--- src/rtl/frame_link_pkg.sv ---
// Shared definitions for both ends of the serial frame link.
// Contents:
//   WORD_W_DEF / LEN_W_DEF - default payload word width and length-header width
//   frame_state_e          - receiver FSM states
//   max_int                - small constant helper for counter sizing
package frame_link_pkg;

    localparam int WORD_W_DEF = 8;
    localparam int LEN_W_DEF  = 8;

    typedef enum logic [2:0] {
        ST_IDLE = 3'd0,
        ST_HDR  = 3'd1,
        ST_DATA = 3'd2,
        ST_DONE = 3'd3,
        ST_ERR  = 3'd4
    } frame_state_e;

    function automatic int max_int(input int a, input int b);
        return (a > b) ? a : b;
    endfunction

endpackage

--- src/rtl/frame_receiver_if.sv ---
// Bundle of the serial input strobes and the word output port of frame_receiver.
//   rxIn/rxValid/rxStart/rxAbort : serial bit, bit qualifier, frame-start and abort strobes
//   dataOut/dataValid/dataReady  : word FIFO output handshake
//   frameLen/frameDone/frameErr/busy : frame status
// Modports: slave = the receiver, master = whatever drives the link and consumes words.
interface frame_receiver_if #(
    parameter int WORD_W = frame_link_pkg::WORD_W_DEF,
    parameter int LEN_W  = frame_link_pkg::LEN_W_DEF
);
    logic              rxIn;
    logic              rxValid;
    logic              rxStart;
    logic              rxAbort;
    logic [WORD_W-1:0] dataOut;
    logic              dataValid;
    logic              dataReady;
    logic [LEN_W-1:0]  frameLen;
    logic              frameDone;
    logic              frameErr;
    logic              busy;

    modport master (
        output rxIn, rxValid, rxStart, rxAbort, dataReady,
        input  dataOut, dataValid, frameLen, frameDone, frameErr, busy
    );

    modport slave (
        input  rxIn, rxValid, rxStart, rxAbort, dataReady,
        output dataOut, dataValid, frameLen, frameDone, frameErr, busy
    );
endinterface

--- src/rtl/rx_word_fifo.sv ---
// Synchronous word FIFO with flush and a registered head word.
//   clk, rst (async, active-low)
//   flush     : empties the FIFO (wins over push/pop)
//   push/push_data : write a word; ignored when full unless a pop happens in the same cycle
//   pop       : remove the head word; ignored when empty
//   head_data : registered copy of the head entry, stable while nothing is popped
//   full, empty
module rx_word_fifo #(
    parameter int WIDTH = 8,
    parameter int DEPTH = 4
) (
    input  logic             clk,
    input  logic             rst,
    input  logic             flush,
    input  logic             push,
    input  logic [WIDTH-1:0] push_data,
    input  logic             pop,
    output logic [WIDTH-1:0] head_data,
    output logic             full,
    output logic             empty
);
    localparam int AW    = $clog2(DEPTH);
    localparam int PTR_W = AW + 1;

    logic [WIDTH-1:0] mem [DEPTH];
    logic [PTR_W-1:0] wr_q, wr_d, rd_q, rd_d;
    logic [WIDTH-1:0] head_q, head_d;
    logic             do_push, do_pop, mem_we;

    // Extra pointer MSB distinguishes full from empty.
    assign empty     = (wr_q == rd_q);
    assign full      = (wr_q[PTR_W-1] != rd_q[PTR_W-1]) && (wr_q[AW-1:0] == rd_q[AW-1:0]);
    assign head_data = head_q;

    always_comb begin
        do_pop  = pop & ~empty;
        do_push = push & (~full | do_pop);
        mem_we  = 1'b0;
        wr_d    = wr_q;
        rd_d    = rd_q;
        head_d  = head_q;
        if (flush) begin
            wr_d = '0;
            rd_d = '0;
        end else begin
            mem_we = do_push;
            wr_d   = wr_q + PTR_W'(do_push);
            rd_d   = rd_q + PTR_W'(do_pop);
            // Preload the head for the next cycle; when the new head is the
            // slot being written right now, bypass the array.
            if (wr_d != rd_d) begin
                if (do_push && (rd_d == wr_q))
                    head_d = push_data;
                else
                    head_d = mem[rd_d[AW-1:0]];
            end
        end
    end

    always_ff @(posedge clk) begin
        if (mem_we)
            mem[wr_q[AW-1:0]] <= push_data;
    end

    always_ff @(posedge clk or negedge rst) begin
        if (!rst) begin
            wr_q   <= '0;
            rd_q   <= '0;
            head_q <= '0;
        end else begin
            wr_q   <= wr_d;
            rd_q   <= rd_d;
            head_q <= head_d;
        end
    end
endmodule

--- src/rtl/frame_receiver.sv ---
// Far-end receiver of the serial frame link. A frame is a LEN_W-bit length
// header (MSB first) followed by len words of WORD_W bits (MSB first).
// Completed words go into rx_word_fifo and are drained via dataOut/dataValid/dataReady.
//   clk, rst (async, active-low)
//   bus (slave) : serial strobes in, word port and frame status out
// frameDone pulses in DONE; frameErr pulses on abort, FIFO overflow, or a
// restart of a frame in progress (which goes straight back to HDR).
module frame_receiver
    import frame_link_pkg::*;
#(
    parameter int WORD_W     = WORD_W_DEF,
    parameter int LEN_W      = LEN_W_DEF,
    parameter int FIFO_DEPTH = 4
) (
    input  logic              clk,
    input  logic              rst,
    frame_receiver_if.slave   bus
);
    // One bit counter serves both header and word phases.
    localparam int CNT_W = $clog2(max_int(WORD_W, LEN_W) + 1);

    frame_state_e      state_q, state_d;
    logic [LEN_W-1:0]  len_q, len_d;
    logic [LEN_W-1:0]  frame_len_q, frame_len_d;
    logic [WORD_W-1:0] word_q, word_d;
    logic [CNT_W-1:0]  bit_cnt_q, bit_cnt_d;
    logic [LEN_W-1:0]  word_cnt_q, word_cnt_d;
    logic              err_q, err_d;

    logic              fifo_push, fifo_pop, fifo_flush, fifo_full, fifo_empty;
    logic [WORD_W-1:0] fifo_head;
    logic [LEN_W-1:0]  len_shift;
    logic [WORD_W-1:0] word_shift;
    logic [LEN_W-1:0]  word_cnt_inc;

    assign len_shift    = {len_q[LEN_W-2:0], bus.rxIn};
    assign word_shift   = {word_q[WORD_W-2:0], bus.rxIn};
    assign word_cnt_inc = word_cnt_q + LEN_W'(1);
    assign fifo_pop     = bus.dataReady & ~fifo_empty;

    rx_word_fifo #(
        .WIDTH (WORD_W),
        .DEPTH (FIFO_DEPTH)
    ) u_fifo (
        .clk       (clk),
        .rst       (rst),
        .flush     (fifo_flush),
        .push      (fifo_push),
        .push_data (word_shift),
        .pop       (fifo_pop),
        .head_data (fifo_head),
        .full      (fifo_full),
        .empty     (fifo_empty)
    );

    always_comb begin
        state_d     = state_q;
        len_d       = len_q;
        frame_len_d = frame_len_q;
        word_d      = word_q;
        bit_cnt_d   = bit_cnt_q;
        word_cnt_d  = word_cnt_q;
        err_d       = 1'b0;
        fifo_push   = 1'b0;
        fifo_flush  = 1'b0;
        unique case (state_q)
            ST_IDLE: begin
                if (bus.rxStart) begin
                    state_d    = ST_HDR;
                    bit_cnt_d  = '0;
                    word_cnt_d = '0;
                end
            end
            ST_HDR, ST_DATA: begin
                // Priority: abort, then restart, then a data bit.
                if (bus.rxAbort) begin
                    state_d = ST_ERR;
                    err_d   = 1'b1;
                end else if (bus.rxStart) begin
                    state_d    = ST_HDR;
                    err_d      = 1'b1;
                    fifo_flush = 1'b1;
                    bit_cnt_d  = '0;
                    word_cnt_d = '0;
                    word_d     = '0;
                end else if (bus.rxValid) begin
                    if (state_q == ST_HDR) begin
                        len_d = len_shift;
                        if (bit_cnt_q == CNT_W'(LEN_W - 1)) begin
                            frame_len_d = len_shift;
                            bit_cnt_d   = '0;
                            word_cnt_d  = '0;
                            state_d     = (len_shift == '0) ? ST_DONE : ST_DATA;
                        end else begin
                            bit_cnt_d = bit_cnt_q + CNT_W'(1);
                        end
                    end else begin
                        word_d = word_shift;
                        if (bit_cnt_q == CNT_W'(WORD_W - 1)) begin
                            bit_cnt_d = '0;
                            fifo_push = 1'b1;
                            // Full with no pop this cycle: the FIFO drops the word.
                            if (fifo_full && !fifo_pop) begin
                                state_d = ST_ERR;
                                err_d   = 1'b1;
                            end else begin
                                word_cnt_d = word_cnt_inc;
                                if (word_cnt_inc == len_q)
                                    state_d = ST_DONE;
                            end
                        end else begin
                            bit_cnt_d = bit_cnt_q + CNT_W'(1);
                        end
                    end
                end
            end
            ST_DONE: begin
                state_d = ST_IDLE;
                if (bus.rxStart) begin
                    state_d    = ST_HDR;
                    bit_cnt_d  = '0;
                    word_cnt_d = '0;
                end
            end
            ST_ERR: begin
                fifo_flush = 1'b1;
                word_d     = '0;
                bit_cnt_d  = '0;
                state_d    = ST_IDLE;
            end
            default: state_d = ST_IDLE;
        endcase
    end

    always_ff @(posedge clk or negedge rst) begin
        if (!rst) begin
            state_q     <= ST_IDLE;
            len_q       <= '0;
            frame_len_q <= '0;
            word_q      <= '0;
            bit_cnt_q   <= '0;
            word_cnt_q  <= '0;
            err_q       <= 1'b0;
        end else begin
            state_q     <= state_d;
            len_q       <= len_d;
            frame_len_q <= frame_len_d;
            word_q      <= word_d;
            bit_cnt_q   <= bit_cnt_d;
            word_cnt_q  <= word_cnt_d;
            err_q       <= err_d;
        end
    end

    assign bus.dataOut   = fifo_head;
    assign bus.dataValid = ~fifo_empty;
    assign bus.frameLen  = frame_len_q;
    assign bus.frameDone = (state_q == ST_DONE);
    assign bus.frameErr  = err_q;
    assign bus.busy      = (state_q == ST_HDR) || (state_q == ST_DATA);
endmodule
--- src/flat_wrapper.sv ---
// flat-port wrapper written by rule: the top's interface ports become plain ports
module frame_receiver_flat import frame_link_pkg::*;
#(
    parameter int WORD_W     = WORD_W_DEF,
    parameter int LEN_W      = LEN_W_DEF,
    parameter int FIFO_DEPTH = 4
)
  (clk, rst, bus_rxIn, bus_rxValid, bus_rxStart, bus_rxAbort, bus_dataReady, bus_dataOut, bus_dataValid, bus_frameLen, bus_frameDone, bus_frameErr, bus_busy);
  frame_receiver_if #(.WORD_W(WORD_W), .LEN_W(LEN_W)) bus_i ();
  input  logic clk;
  input  logic rst;
  input wire logic [$bits(bus_i.rxIn)-1:0] bus_rxIn;
  input wire logic [$bits(bus_i.rxValid)-1:0] bus_rxValid;
  input wire logic [$bits(bus_i.rxStart)-1:0] bus_rxStart;
  input wire logic [$bits(bus_i.rxAbort)-1:0] bus_rxAbort;
  input wire logic [$bits(bus_i.dataReady)-1:0] bus_dataReady;
  output wire logic [$bits(bus_i.dataOut)-1:0] bus_dataOut;
  output wire logic [$bits(bus_i.dataValid)-1:0] bus_dataValid;
  output wire logic [$bits(bus_i.frameLen)-1:0] bus_frameLen;
  output wire logic [$bits(bus_i.frameDone)-1:0] bus_frameDone;
  output wire logic [$bits(bus_i.frameErr)-1:0] bus_frameErr;
  output wire logic [$bits(bus_i.busy)-1:0] bus_busy;
  assign bus_i.rxIn = bus_rxIn;
  assign bus_i.rxValid = bus_rxValid;
  assign bus_i.rxStart = bus_rxStart;
  assign bus_i.rxAbort = bus_rxAbort;
  assign bus_i.dataReady = bus_dataReady;
  assign bus_dataOut = bus_i.dataOut;
  assign bus_dataValid = bus_i.dataValid;
  assign bus_frameLen = bus_i.frameLen;
  assign bus_frameDone = bus_i.frameDone;
  assign bus_frameErr = bus_i.frameErr;
  assign bus_busy = bus_i.busy;
  frame_receiver #(.WORD_W(WORD_W), .LEN_W(LEN_W), .FIFO_DEPTH(FIFO_DEPTH)) u_core (.clk(clk), .rst(rst), .bus(bus_i));
endmodule
--- config.mk ---
export PLATFORM = sky130hd
export DESIGN_NAME = frame_receiver_flat
export DESIGN_NICKNAME = d
export VERILOG_FILES = /design/src/rtl/frame_link_pkg.sv /design/src/rtl/frame_receiver_if.sv /design/src/rtl/rx_word_fifo.sv /design/src/rtl/frame_receiver.sv /design/src/flat_wrapper.sv
export SDC_FILE = /design/constraint.sdc
export NUM_CORES = 1
export LEC_CHECK = 0
export CORE_ASPECT_RATIO = 2
export CORE_MARGIN = 4
export CORE_UTILIZATION = 45
export DETAILED_ROUTE_END_ITERATION = 6
export PLACE_DENSITY = 0.65
export SYNTH_ARGS = -nofsm -noshare
export SYNTH_HDL_FRONTEND = slang
export SYNTH_HIERARCHICAL = 1
export SYNTH_SLANG_ARGS = --single-unit
--- constraint.sdc ---
create_clock -name clk -period 7.3 [get_ports clk]
set_clock_uncertainty 0.15 [all_clocks]
set_input_delay 0.73 -clock clk [delete_from_list [all_inputs] [get_ports clk]]
set_output_delay 0.73 -clock clk [all_outputs]
set_load 0.02 [all_outputs]
Figure 1. Met4 routing (run 1).
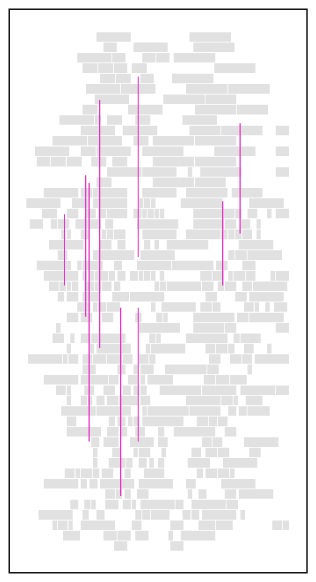
longest straight run = 67.3 um
share of all routed wire = 3.9%
wire length on this layer = 368 um
final routed wirelength across all metal layers: 9380 um
Via Count: 2991

Figure 2. Track usage over the die (run 1).
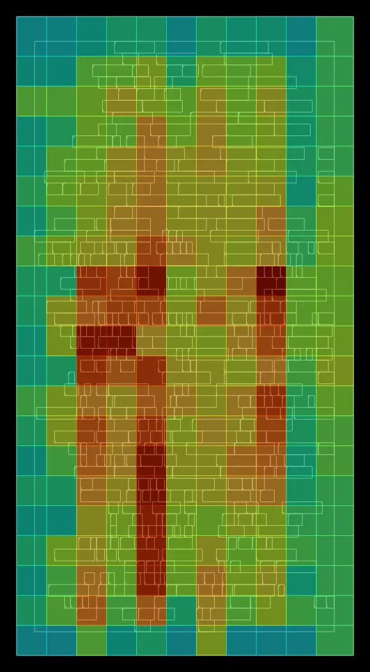
met3 usage in global routing: 2.94%
global router's overall resource usage: 17.8%
Post-Route Utilization: 53.3%
grt met1 use: 17.9%
met2 track demand over resource in global routing: 34.0%

Figure 3. I/O pins on the die edge (run 1).
Pins as bars across the die edge, other pins in grey.
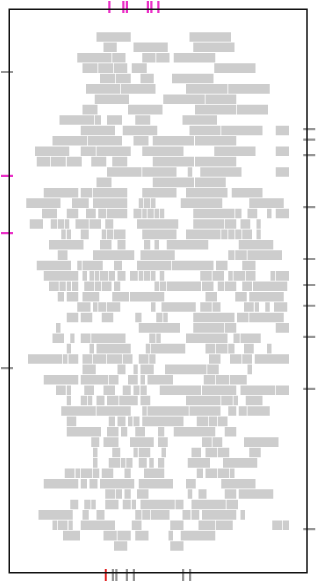
red -> bus_rxValid  # pins 1, direction input, edge bottom
magenta -> bus_frameLen  # pins 8, direction output, edge 6 top, 2 left
all pins by edge = 10 right, 7 bottom, 6 top, 4 left

==> run notes, run 1 <==
The run has ended; figures from its reports follow.

The post-layout worst setup margin came out at 3.40 ns. The tally of max-capacitance violations came out at 0. The launch point of the worst register-to-register path is recorded as u_core/u_fifo/wr_q[2]. The layout contains a multi-input combinational cell count of 245. The top cell type by total area after synthesis is dfrtp_1. The switching power as a share of total power is 33.5%.

The final-layout worst hold slack is 0.355 ns. The growth of design area from synthesis to finish is 14.8%. TritonCTS built the clock tree. The power drawn by the clock network came out at 0.000457 W. The count of port buffers added during placement came out at 26. The layout report gives the multi-input gate share of total cell area as 38.6%. The register clock-pin slew on the reported worst setup and hold paths is 0.06 ns. The power share of the clock group is 29.8%. Per the OpenROAD floorplan log, the area of the core is 0.00938 sq mm. The number of tap instances is 104. The simple logic cell fraction of the synthesized area came out at 15.2%.

The synthesized cell area came out at 0.00436 sq mm. The largest share of the power goes to sequential cells. The DRC violations left is 0. The share of final-layout standard cells stronger than drive strength 1 came out at 16.8%. The proportion of final cell area spent on non-clock buffers came out at 5.86%. The worst reg-to-reg setup slack is 3.40 ns.

The summed negative setup slack over all endpoints came out at 0 ns. The number of gates resized after CTS was 0. 27 I/O pins were placed.

The main area contributors are dfrtp_1 (30%), edfxtp_1 (22%), mux2_2 (4.1%). The clock latency on the worst-skew pair came out at 0.33 ns. The placer congestion estimate came out at 0.864. Combinational logic burns 26.8% of the power. The power report puts the net switching power at 0.000513 W. The top cell type in the final layout, fill and taps aside, is dfrtp_1.

The capture point of the worst register-to-register path is recorded as u_core/u_fifo/head_data[4]. The flow ran to the end, and the final reports show no timing, DRC or antenna violations. The count of standard-cell rows came out at 50. The tree is rooted in a clkbuf_16. The post-route non-filler standard cell count is 497. The chip occupies 0.0114 sq mm.

After the first detailed-routing iteration, the DRC count stood at 144. The instance area at placement came out at 0.00470 sq mm. The power consumption is 0.00153 W. The synthesized netlist was found by Yosys to have 362 cells. STA classifies the critical path endpoint as a flip-flop. The largest individual stage delay along the critical path comes from the cell nor2_1.

Synthesis produced a netlist with a net count of 375. The y dimension of the die came out at 147 um. The tally of OpenROAD warnings came out at 26.

For the worst min-delay path, the startpoint reported by OpenROAD is u_core/bus.frameLen[6]. The maximum fanout along the worst path came out at 12. The proportion of cell area spent on the clock network came out at 6.01%. After the last flow step, the layout net total stands at 401. Per the OpenROAD floorplan log, the width of the die is 77.6 um. Among cell families on the critical path, the largest total delay comes from simple AND/OR/NAND/NOR gates.

The slew at the pin closest to its max-slew limit came out at 0.875 ns. The register with the most flip-flops in the layout has 32 of them. Summing all flip-flop and latch instances after layout gives 0.00229 sq mm. Per the placement report, the placed cell count is 481.

The first global-routing pass estimated 15900 um of wire. The setup-violating endpoint count in the final report is 0. The yosys-reported design area after synthesis came out at 0.00436 sq mm.

The antenna diode count came out at 0. The count of buffering cells on the critical path with inverters included came out at 3. The cell kind with the greatest summed area is sequential cells.

Per the layout report, the design carries 16 non-clock inverters. The flow reports power dissipated in combinational cells as 0.000411 W. Global route summary, busiest routing layer listed as met2.

A synthesized cell averages 12.0 sq um. Setup repair after global routing left no endpoint under its margin. The total global routing overflow is 0.

Signal routing reaches up to met4. The arrival time at the worst endpoint is 4.00 ns. The final design instance area without fill is 0.00500 sq mm. The class of the most critical hold timing path is reg2reg. Among all flip-flop cells after synthesis, the most frequent one is dfrtp_1. The routed wire length on met3 came out at 232 um.

For reference, the critical path is captured by u_core/u_fifo/head_data[4]. The initial antenna violation count was 0. The main logic family after synthesis is simple AND/OR/NAND/NOR gates. The most common logic cells in the final layout are dfrtp_1 (53), edfxtp_1 (32), nand2_1 (31). Clock tree synthesis found a total of 85 sinks.

The count of library flops with an enable pin is 32. The script computed a power per unit cell area of 307 mW/mm^2. Wire segments on met2 add up to 5480 um in the final route. The cell depth of the worst setup path came out at 13. The final critical-path required period came out at 3.90 ns. The cell sequence reported for the critical path is xnor2_1 > nor3b_1 > nand2b_1 > inv_1 > o41ai_2 > buf_4 > inv_2 > ha_1 > ha_1 > xor2_1 > nor2_1 > a221oi_1 > a22oi_1. The reported sequential group power is 0.000666 W. The sequential share of cell area came out at 45.8%. The CTS report gives the tree buffer count as 9.
Figure 4. Register map, names as in the netlist (run 1).
Other sequential cells in the stronger grey, the rest of the logic in the fainter grey.
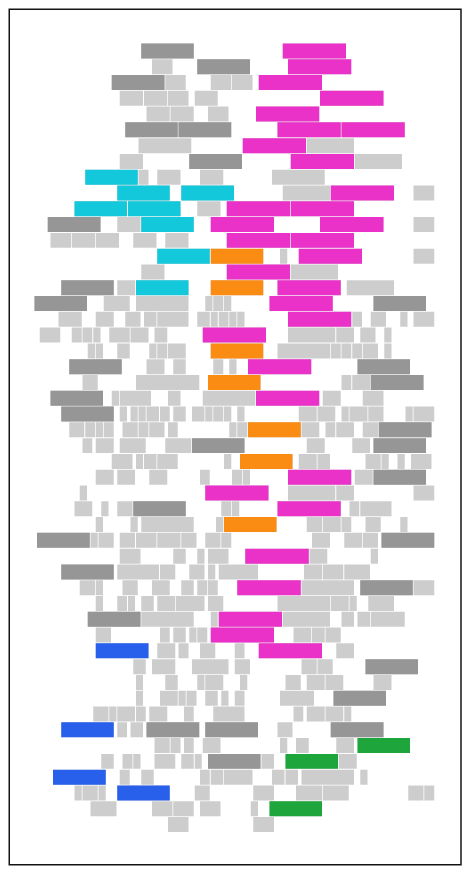

==> run 2, diff against run 1 <==
==> constraint.sdc (replaced) <==
create_clock -name clk -period 4.05 [get_ports clk]
set_clock_uncertainty 0.15 [all_clocks]
set_input_delay 0.405 -clock clk [delete_from_list [all_inputs] [get_ports clk]]
set_output_delay 0.405 -clock clk [all_outputs]
set_load 0.02 [all_outputs]
Figure 5. Register map, names as in the netlist (run 2).
Other sequential cells in the stronger grey, the rest of the logic in the fainter grey.
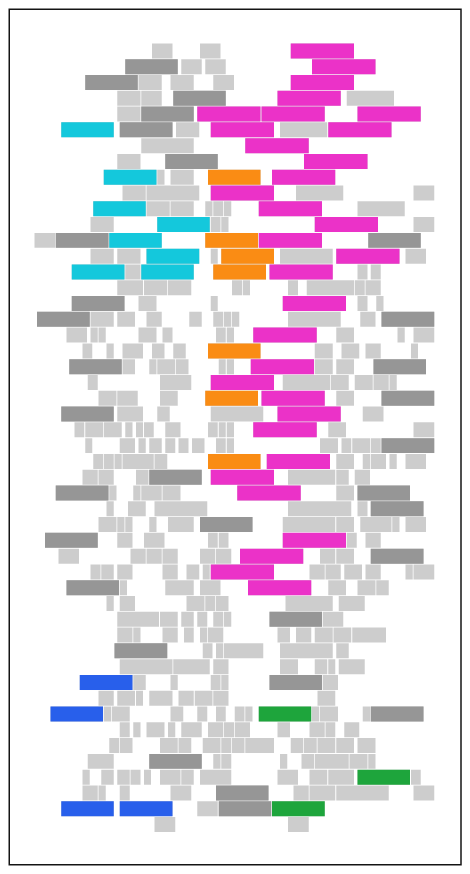
orange -> u_core/word_q  # sequential cells 7
blue -> u_core/bit_cnt_q  # sequential cells 4, where bottom left
cyan -> u_core/len_q  # sequential cells 8, where top left
magenta -> u_core/u_fifo/mem  # sequential cells 32
green -> u_core/u_fifo/rd_q  # sequential cells 3
power of the sequential group: 0.00120 W
Post-Route Utilization: 53.7%
fraction of area in registers: 45.4%
area taken by flip-flops and latches: 0.00229 sq mm

==> run notes, run 2 <==
The run has ended; figures from its reports follow.

The met2 wirelength from detailed routing came to 5520 um (was 5480 um). The met2 usage came out at 34.2% (was 34.0%). The placer congestion estimate came to 0.853 (was 0.864).

The most heavily used metal layer in global routing was met2 (unchanged). The cell kind with the greatest summed area is sequential cells (unchanged). The post-layout worst setup margin came to 0.367 ns (was 3.40 ns). The proportion of cell area spent on the clock network is 5.91% (was 6.01%). The top flip-flop cell by instance count after synthesis is dfrtp_1 (unchanged).

The clock tree root buffer cell is clkbuf_16 (unchanged). The count of standard-cell rows came out at 50 (unchanged). The count of vias placed by the detailed router is 3011 (was 2991). The power density normalized to cell area is 549 mW/mm^2 (was 307 mW/mm^2). The number of inverters outside the clock class in the layout came out at 16 (unchanged). The post-route non-filler standard cell count came out at 502 (was 497). The global-route track usage on met1 came to 17.5% (was 17.9%). The register clock-pin slew on the reported worst setup and hold paths came out at 0.06 ns (about the same). The core utilization at floorplan came to 46.4% (unchanged). Most numerous logic cells after layout: dfrtp_1 (53), edfxtp_1 (32), nand2_1 (31) (unchanged).

The count of port buffers added during placement came out at 26 (unchanged). The total of warnings raised by yosys is 6 (unchanged). The total internal power was 0.00185 W (was 0.00102 W). The final critical-path required period came out at 3.68 ns (was 3.90 ns). The TritonCTS clock tree is yes (unchanged). The top cell type by total area after synthesis is dfrtp_1 (unchanged).

The capture point of the critical path is u_core/u_fifo/head_data[4] (unchanged). The total number of H-tree levels was 3 (unchanged). The arrival time at the worst endpoint came to 3.78 ns (was 4.00 ns). The flip-flop count of the largest register after layout is 32 (unchanged). The final net count came out at 406 (was 401).

The y dimension of the die came to 147 um (unchanged). The worst endpoint required time came out at 4.15 ns (was 7.40 ns). The routed length per placed instance is 19.1 um (was 18.9 um). The total iterations of the first detailed-routing run came to 4 (unchanged). The number of vias per cell after detailed routing came out at 6.00 (was 6.02).

The fraction of power consumed by combinational cells is 26.9% (was 26.8%). The maximum fanout along the worst path is 10 (was 12). Setup repair after global routing missed its margin: false (unchanged). The growth of design area from synthesis to finish came to 15.7% (was 14.8%).

The maximum frequency from static timing analysis is 272 MHz (was 256 MHz). The global router's overall resource usage came out at 17.8% (about the same). The number of tap instances is 104 (unchanged). The routed wire length on met3 was 236 um (was 232 um). The cell with the largest stage delay on the worst path is o41ai_2 (was nor2_1). The count of multi-input gates is 245 (unchanged). The slew at the pin closest to its max-slew limit came to 0.921 ns (was 0.875 ns).

The simple logic cell fraction of the synthesized area is 15.2% (unchanged). The power drawn by the clock network is 0.000826 W (was 0.000457 W). The number of nets produced by synthesis came out at 375 (unchanged). The setup-violating endpoint count in the final report came out at 0 (unchanged).

The main logic family after synthesis is simple AND/OR/NAND/NOR gates (unchanged). The number of I/O pins came out at 27 (unchanged). The ratio of final minimum period to clock period was 90.9% (was 53.5%). The class of the most critical hold timing path is in2async (was reg2reg). The area of the die came out at 0.0114 sq mm (unchanged). The type of element capturing the critical path is a flip-flop (unchanged).

The count of library flops with an enable pin came to 32 (unchanged). The violation tally from detailed-route iteration zero is 168 (was 144). The combinational share of cell area was 38.3% (was 38.6%). The count of buffering cells on the critical path with inverters included is 2 (was 3).

The power share of the clock group is 29.8% (about the same). The tally of max-capacitance violations was 0 (unchanged). The combinational cell power came to 0.000746 W (was 0.000411 W). The sequential share of the synthesized area is 52.5% (unchanged). The antenna diode count came out at 0 (unchanged).

The number of instances in the synthesized netlist was 362 (unchanged). The number of cell instances after yosys synthesis is 362 (unchanged). The max-slew violation total from the final report came out at 0 (unchanged). The cell count after placement came out at 485 (was 481). The family of cells with the greatest summed delay on the critical path is simple AND/OR/NAND/NOR gates (unchanged). The topmost layer with routed signal wires is met4 (unchanged). The count of buffers added by post-CTS timing repair for setup was 0 (unchanged).

The area share of the largest cell type after synthesis was 30.5% (unchanged). The share of final-layout standard cells stronger than drive strength 1 is 17.8% (was 16.8%). The synthesized cell area came out at 0.00436 sq mm (unchanged). The total core area came out at 0.00938 sq mm (unchanged). The startpoint of the lowest-slack register-to-register path is u_core/u_fifo/wr_q[2] (unchanged).

The startpoint-to-endpoint class of the critical path is reg2reg (unchanged). The final routed wirelength across all metal layers was 9570 um (was 9380 um). The post-cts resize count came out at 0 (unchanged). The timing startpoint of the critical path is u_core/u_fifo/wr_q[2] (unchanged). The hold violation count in the final report is 0 (unchanged).

The yosys-reported design area after synthesis is 0.00436 sq mm (unchanged). The multiplexer area fraction after synthesis is 8.85% (unchanged). The count of state elements after synthesis came out at 85 (unchanged). The cell depth of the worst setup path came out at 12 (was 13). The proportion of final cell area spent on non-clock buffers came to 6.61% (was 5.86%). The DRC violations left came out at 0 (unchanged). The instance area at placement came out at 0.00473 sq mm (was 0.00470 sq mm). The worst slack at placement is 0.264 ns (was 3.08 ns). The final-layout worst hold slack is 0.343 ns (was 0.355 ns). The total global routing overflow is 0 (unchanged). The mean instance size in the synthesized netlist came out at 12.0 sq um (unchanged).

The leading cell type in the layout, fill and taps excluded is dfrtp_1 (unchanged). The clock latency on the worst-skew pair is 0.33 ns (about the same). The switching power as a share of total power came to 33.3% (was 33.5%).

The critical path launch point type is a flip-flop (unchanged). The initial antenna violation count was 0 (unchanged). The number of different library cells in the post-synthesis netlist is 65 (unchanged). The tally of OpenROAD warnings was 26 (unchanged). The power consumption is 0.00277 W (was 0.00153 W). Largest cells by area: dfrtp_1 (30%), edfxtp_1 (22%), mux2_2 (4.1%) (unchanged). Worst-path cell chain: xnor2_1 > nor3b_1 > nand2b_1 > inv_1 > o41ai_2 > inv_2 > ha_1 > ha_1 > xor2_1 > nor2_2 > a221oi_1 > a22oi_1 (was xnor2_1 > nor3b_1 > nand2b_1 > inv_1 > o41ai_2 > buf_4 > inv_2 > ha_1 > ha_1 > xor2_1 > nor2_1 > a221oi_1 > a22oi_1).

The delay of the slowest cell on the worst path came to 0.45 ns (was 0.50 ns). The worst reg-to-reg setup slack came out at 0.37 ns (was 3.40 ns). The first-pass GRT wire length is 15800 um (was 15900 um). The net load switching power came out at 0.000923 W (was 0.000513 W). The width of the die is 77.6 um (unchanged). The final design instance area without fill was 0.00504 sq mm (was 0.00500 sq mm). The global routing usage on met3 was 3.31% (was 2.94%).

The reg-to-reg endpoint is u_core/u_fifo/head_data[4] (unchanged). The summed negative setup slack over all endpoints came out at 0 ns (unchanged). The number of buffers created by CTS came out at 9 (unchanged). The total clock sinks came to 85 (unchanged). Outcome: complete, no violations (unchanged). The group with the largest share of power is sequential cells (unchanged).
Figure 6. Clock distribution (run 2).
Scale bar: 20 um.
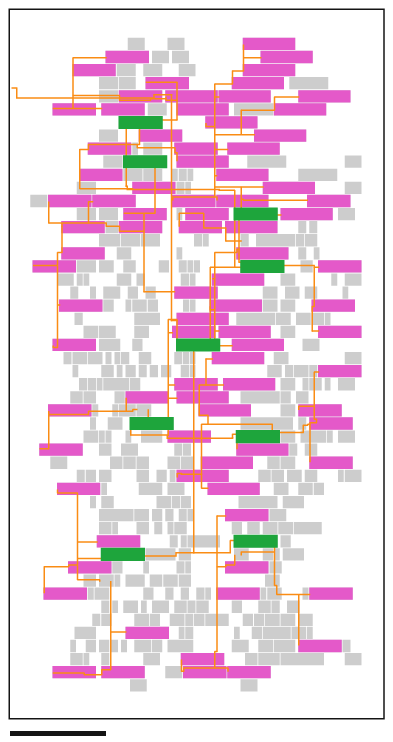
orange -> clock wires  # length 1070 um
magenta -> flip-flops  # count 85
green -> clock drivers  # count 9
flops lie = spread over the die
routed clock nets = 10

Figure 7. Track usage over the die (run 2).
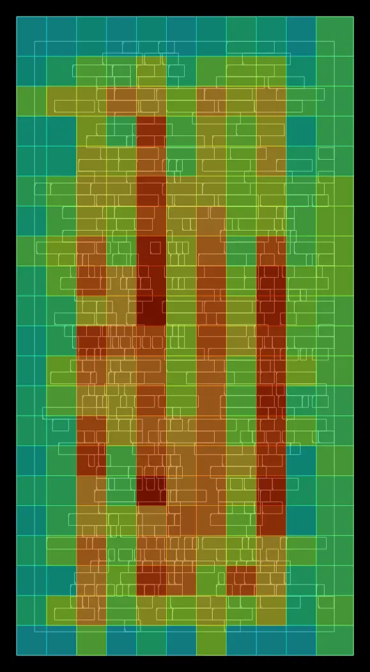

==> run 3, diff against run 2 <==
--- a/config.mk
+++ b/config.mk
@@ -7,9 +7,9 @@
 export LEC_CHECK = 0
 export CORE_ASPECT_RATIO = 2
 export CORE_MARGIN = 4
-export CORE_UTILIZATION = 45
+export CORE_UTILIZATION = 59
 export DETAILED_ROUTE_END_ITERATION = 6
-export PLACE_DENSITY = 0.65
+export PLACE_DENSITY = 0.85
 export SYNTH_ARGS = -nofsm -noshare
 export SYNTH_HDL_FRONTEND = slang
 export SYNTH_HIERARCHICAL = 1
Figure 8. Track usage over the die (run 3).
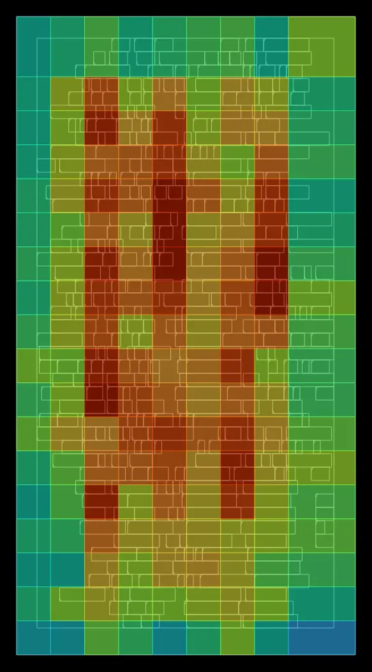
met3 usage in global routing: 4.42%
routed length per placed instance: 19.1 um
grt met1 use: 24.4%
met2 track demand over resource in global routing: 44.5%
routing layer with the top usage in global route: met2

Figure 9. Clock distribution (run 3).
Scale bar: 20 um.
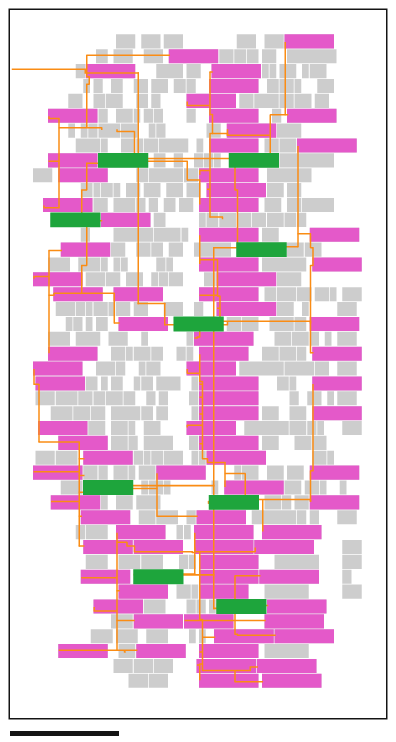
magenta -> flip-flops  # count 85
orange -> clock wires  # length 911 um
green -> clock drivers  # count 9
flops lie = spread over the die
routed clock nets = 10

==> run notes, run 3 <==
The run has ended; figures from its reports follow.

STA lists the startpoint of the worst hold path as u_core/bus.frameLen[3]. The combinational share of cell area came out at 38.4% (was 38.3%). The clock tree root buffer cell was clkbuf_16 (unchanged). The power consumption was 0.00272 W (was 0.00277 W). The ratio of final minimum period to clock period came out at 93.7% (was 90.9%). The total of warnings raised by yosys is 6 (unchanged). The final critical-path required period is 3.79 ns (was 3.68 ns). The switching power as a share of total power is 34.3% (was 33.3%). The topmost layer with routed signal wires is met4 (unchanged). The y dimension of the die is 130 um (was 147 um). The class of the most critical hold timing path is reg2reg (was in2async). The number of vias per cell after detailed routing is 6.17 (was 6.00). The final net count came out at 411 (was 406). The cell with the largest stage delay on the worst path is o41ai_4 (was o41ai_2). The delay of the slowest cell on the worst path is 0.74 ns (was 0.45 ns). Setup repair after global routing missed its margin: false (unchanged). The routed wire length on met3 came out at 273 um (was 236 um). The leading cell type in the layout, fill and taps excluded is dfrtp_1 (unchanged). The number of nets produced by synthesis came to 375 (unchanged). The global router's overall resource usage is 24.2% (was 17.8%). Largest cells by area: dfrtp_1 (30%), edfxtp_1 (22%), mux2_2 (4.1%) (unchanged). Worst-path cell chain: xnor2_1 > nor3b_1 > nand2b_1 > inv_1 > o41ai_4 > inv_2 > ha_1 > ha_1 > xor2_1 > nor2_2 > a221oi_1 > a22oi_1 (was xnor2_1 > nor3b_1 > nand2b_1 > inv_1 > o41ai_2 > inv_2 > ha_1 > ha_1 > xor2_1 > nor2_2 > a221oi_1 > a22oi_1). The proportion of final cell area spent on non-clock buffers is 7.32% (was 6.61%). The maximum fanout along the worst path is 12 (was 10). The final routed wirelength across all metal layers is 9440 um (was 9570 um). The group with the largest share of power is sequential cells (unchanged). The number of instances in the synthesized netlist came to 362 (unchanged).

The register clock-pin slew on the reported worst setup and hold paths is 0.06 ns (about the same). The hold violation count in the final report is 0 (unchanged). The sequential share of cell area came out at 45.2% (was 45.4%).

The met2 wirelength from detailed routing came to 5630 um (was 5520 um). The clock latency on the worst-skew pair came out at 0.33 ns (about the same). The cell kind with the greatest summed area is sequential cells (unchanged). The final design instance area without fill is 0.00506 sq mm (was 0.00504 sq mm).

The number of inverters outside the clock class in the layout is 16 (unchanged). The area of the die came out at 0.00890 sq mm (was 0.0114 sq mm). The worst reg-to-reg setup slack came out at 0.26 ns (was 0.37 ns). The total number of H-tree levels came to 3 (unchanged). The proportion of cell area spent on the clock network came out at 5.61% (was 5.91%). The total clock sinks came out at 85 (unchanged). The top cell type by total area after synthesis was dfrtp_1 (unchanged). The post-layout worst setup margin is 0.256 ns (was 0.367 ns). The tally of OpenROAD warnings is 27 (was 26).

The area occupied by registers came to 0.00229 sq mm (unchanged). The total global routing overflow came out at 0 (unchanged). The type of element capturing the critical path is a flip-flop (unchanged). The first-pass GRT wire length came out at 15900 um (was 15800 um). The number of different library cells in the post-synthesis netlist came to 65 (unchanged). Outcome: complete, no violations (unchanged). The placer congestion estimate is 0.937 (was 0.853). The final-layout worst hold slack came to 0.358 ns (was 0.343 ns). The reg-to-reg endpoint was u_core/u_fifo/head_data[4] (unchanged).

The family of cells with the greatest summed delay on the critical path is AND-OR/OR-AND gates (was simple AND/OR/NAND/NOR gates). The worst slack at placement came out at -0.186 ns (was 0.264 ns). The TritonCTS clock tree was yes (unchanged). The multiplexer area fraction after synthesis is 8.85% (unchanged). The count of state elements after synthesis is 85 (unchanged). The net load switching power is 0.000933 W (was 0.000923 W). The count of multi-input gates came to 245 (unchanged). The initial antenna violation count is 0 (unchanged).

The maximum frequency from static timing analysis came out at 264 MHz (was 272 MHz). The combinational cell power came out at 0.000753 W (was 0.000746 W). The final core area utilization came to 70.1% (was 53.7%). The startpoint of the lowest-slack register-to-register path is u_core/u_fifo/wr_q[2] (unchanged).

The antenna diode count came out at 0 (unchanged). Most numerous logic cells after layout: dfrtp_1 (53), edfxtp_1 (32), nand2_1 (31) (unchanged). The summed negative setup slack over all endpoints is 0 ns (unchanged). The top flip-flop cell by instance count after synthesis is dfrtp_1 (unchanged). The sequential share of the synthesized area was 52.5% (unchanged).

The main logic family after synthesis is simple AND/OR/NAND/NOR gates (unchanged). The power drawn by the clock network is 0.000769 W (was 0.000826 W). The post-cts resize count came out at 1 (was 0).

The fraction of power consumed by combinational cells is 27.7% (was 26.9%). The slew at the pin closest to its max-slew limit was 0.927 ns (was 0.921 ns). The post-route non-filler standard cell count is 495 (was 502). The power density normalized to cell area came out at 538 mW/mm^2 (was 549 mW/mm^2). The count of buffers added by post-CTS timing repair for setup came out at 0 (unchanged).
Power and IR drop assume default switching activity.
